Figure 1. Sequential cells grouped by signal name.
Other sequential cells in the stronger gray, the rest of the logic in the fainter gray.
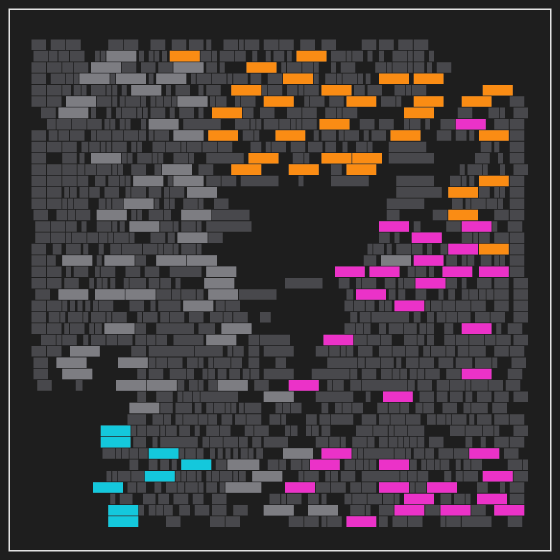
Figure 2. Routing congestion map.
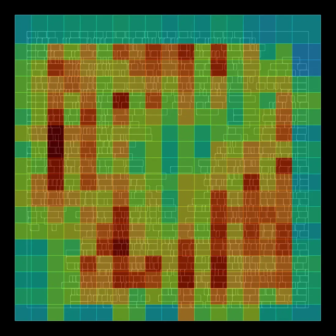
Figure 3. Clock distribution.
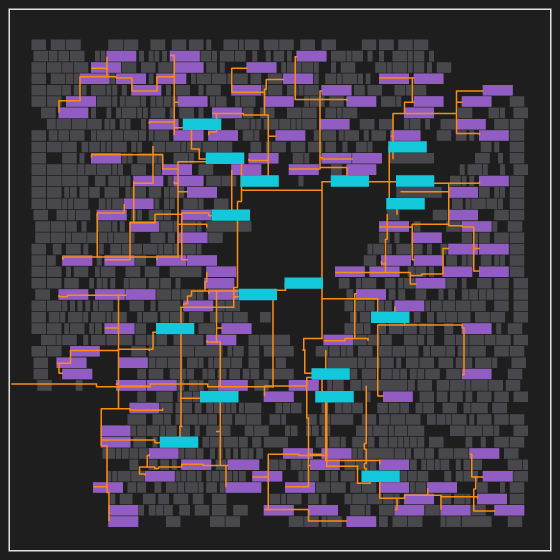
==> config.mk <==
export PLATFORM = sky130hd
export DESIGN_NAME = core_ex_lsu_fsm
export DESIGN_NICKNAME = d
export VERILOG_FILES = /design/src/rtl/core_ex_lsu_fsm_pkg.sv /design/src/rtl/core_ex_lsu_fsm_align.sv /design/src/rtl/core_ex_lsu_fsm.sv
export SDC_FILE = /design/constraint.sdc
export NUM_CORES = 1
export LEC_CHECK = 0
export CAP_MARGIN = 20
export CORE_MARGIN = 5
export CORE_UTILIZATION = 47
export DETAILED_ROUTE_END_ITERATION = 7
export HOLD_SLACK_MARGIN = 0.03
export PLACE_DENSITY = 0.93
export SETUP_SLACK_MARGIN = 0.2
export SYNTH_ARGS = -nofsm -noshare
export SYNTH_HDL_FRONTEND = slang
export SYNTH_HIERARCHICAL = 1
export SYNTH_SLANG_ARGS = --single-unit
==> constraint.sdc <==
create_clock -name clk -period 2.3 [get_ports clk]
set_input_delay 0.23 -clock clk [delete_from_list [all_inputs] [get_ports clk]]
set_output_delay 0.23 -clock clk [all_outputs]
set_load 0.01 [all_outputs]
==> ci_impl_report.md <==
## Implementation flow summary

| Metric | Value |
|---|---|
| Initial antenna violation count | `0` |
| R2r setup slk | `290 ps` |
| CP Capture Type | `flop` |
| Leakage | `0.00340 µW` |
| Area delta synth->final | `44.1%` |
| Final nets | `1122` |
| Area share of and/or/nand/nor cells after synthesis | `23.9%` |
| Ys Warns | `6` |
| Hold buffer count at cts | `0` |
| IO buf count | `211` |
| Worst Tran Pin Value | `584 ps` |
| Synth cell types | `57` |
| ANT nets after route | `0` |
| Run status | `complete, no violations` |
| Core area | `0.0139 mm²` |
| Yosys stat chip area | `0.00670 mm²` |
| Detailed-route via count | `6819` |
| Compound Share, Synth | `18.8%` |
| Top sig layer | `met4` |
| Post-route setup slack | `295 ps` |
| # DRC | `0` |
| Count of tool warnings | `26` |
| Critical path peak fanout | `32` |
| Final Max Slew Viols | `0` |
| Root buffer cell | `clkbuf_16` |
| Routed met3 length | `1.88 mm` |
| Worst hold path class | `in2reg` |
| Final min period | `2010 ps` |
| Power Dens Cells | `760 mW/mm²` |
| Ys cells | `818` |
| Cell area leaders | `dfxtp_1 36%, mux2i_1 13%, nand2_1 11%, a21boi_1 5.4%, nand3_1 3.3%` |
| Layout cells sized above 1 | `8.77%` |
| Yosys xor share | `0.654%` |
| Most Crowded Layer GR | `met2` |
| Ys async rst share | `0%` |
| CP max stage delay | `530 ps` |
| GP Congestion | `0.927` |
| Post-CTS setup buffer count | `0` |
| Cell count of the worst hold path | `3` |
| I/O pin total | `214` |
| Top Layout Cells | `209 x clkdlybuf4s50_1, 193 x nand2_1, 120 x dfxtp_1` |
| Fmax | `499 MHz` |
| Ant diodes | `0` |
| Combinational share of power | `26.6%` |
| Max clock buf depth | `2` |
| Chip Height | `129 µm` |
| Die area | `0.0167 mm²` |
| FF-to-FF path depth | `6` |
| Clock sinks | `122` |
| Post-CTS Resized | `2` |
| Data required time of the worst path | `2630 ps` |
| Num CTS Buffers | `17` |
| Sum Neg Setup Slack | `0 ps` |
| Post-Syn Area | `0.00670 mm²` |
| Die width | `129 µm` |
| CTS H-tree depth | `4` |
| Commonest Layout Cell | `clkdlybuf4s50_1` |
| Internal | `5130 µW` |
| CP max-delay cell | `dfxtp_1` |
| Slew margin rel. | `61.1%` |
| Post-synth top area cell | `dfxtp_1` |
| Number of enable flip-flop cells | `0` |
| Cycle use final | `87.2%` |
| Footprint of the multi-input gates | `0.00390 mm²` |
| Post-Syn Instances | `818` |
| Pwr top | `the clock network` |
| Comb area leader | `simple AND/OR/NAND/NOR gates` |
| VDD IR max | `0.570 mV` |
| CTS tree | `yes` |
| Synth flops | `122` |
| Initial core utilization | `48.1%` |
| Floorplan row count | `43` |
| CP arrival | `2340 ps` |
| Reg clk slew, reported paths | `70 ps` |
| Layout fillers | `1035` |
| Vias/cell | `5.65` |
| DP Worst Slack | `1.38 ps` |
| Dpl hpwl | `14.7 mm` |
| Sw frac | `30.1%` |
| Finish-stage setup viols | `0` |
## Picture notes: Figure 1
cyan -> cnt  # placed flops 8, where lower left
orange -> mem_req_addr  # placed flops 30
magenta -> mem_req_wdata  # placed flops 32
sequential share of cell area: 25.4%
sequential power: 2380 µW
Util after Layout: 69.2%
register area: 0.00245 mm²

## Picture notes: Figure 2
grt met3 use: 5.40%
met1 usage: 30.4%
M2 GR Usage: 40.1%
Wirelength per Cell: 17.3 µm

## Picture notes: Figure 3
cyan -> cells driving clock nets  # count 17
orange -> clock wires  # length 1640 µm
purple -> flip-flops  # count 122
routed clock nets = 18
worst skew pair latency: 420 ps
power in the clock group: 3000 µW
clock power share: 40.9%

[critical path, delay by kind of cell (launching register included)]
family	cells	cell delay, ps
AND/OR/NAND/NOR	3	680
AND-OR/OR-AND	1	160
buffers and inverters	1	280
flip-flops	1	530
multiplexers	1	240
[stage by stage]
step / util, % / cell area, µm² / cells / hold WS [ps] / total power [µW]
global placement: 64.4 / 8970 / 1174 / 438 / 4250
CTS: 69.1 / 9630 / 1206 / 332 / 7330
detailed placement: 64.4 / 8970 / 1174 / 444 / 4290
global route: 69.2 / 9650 / 1206 / 353 / 7650
finish: 69.2 / 9650 / 1206 / 344 / 7340
floorplan: - / 6700 / 819 / 365 / 3610
[synthesized netlist by cell type (2+ instances only)]
| cell type | count |
|---|---|
| buf_2 | 16 |
| and3_1 | 3 |
| o21ai_2 | 2 |
| dfxtp_1 | 122 |
| mux2_2 | 2 |
| a21boi_0 | 21 |
| a21boi_1 | 48 |
| o21ai_0 | 14 |
| mux2_1 | 6 |
| nor2b_1 | 23 |
| or3_1 | 4 |
| nand2_1 | 194 |
| and2_1 | 10 |
| a221oi_1 | 8 |
| a211oi_1 | 23 |
| a22o_1 | 8 |
| nand3b_1 | 4 |
| o21a_1 | 2 |
| nand4_1 | 5 |
| clkbuf_1 | 32 |
| nor3b_1 | 2 |
| nor2_8 | 2 |
| buf_4 | 10 |
| inv_1 | 4 |
| nand2b_1 | 6 |
| nand3_1 | 44 |
| buf_6 | 7 |
| xor2_1 | 5 |
| a21oi_1 | 30 |
| o221a_2 | 4 |
| nor3_1 | 3 |
| nor2_1 | 44 |
| mux2i_1 | 86 |
[cell type report]
cell class	count	share of cell area, %
clock buffer	17	4.41
clock inverter	15	2.44
inverter	5	0.195
multi-input combinational	625	40.4
sequential	122	25.4
tap	180	2.33
timing repair buffer	242	24.8
No activity file was given, so power comes from the tool's default toggle rates.
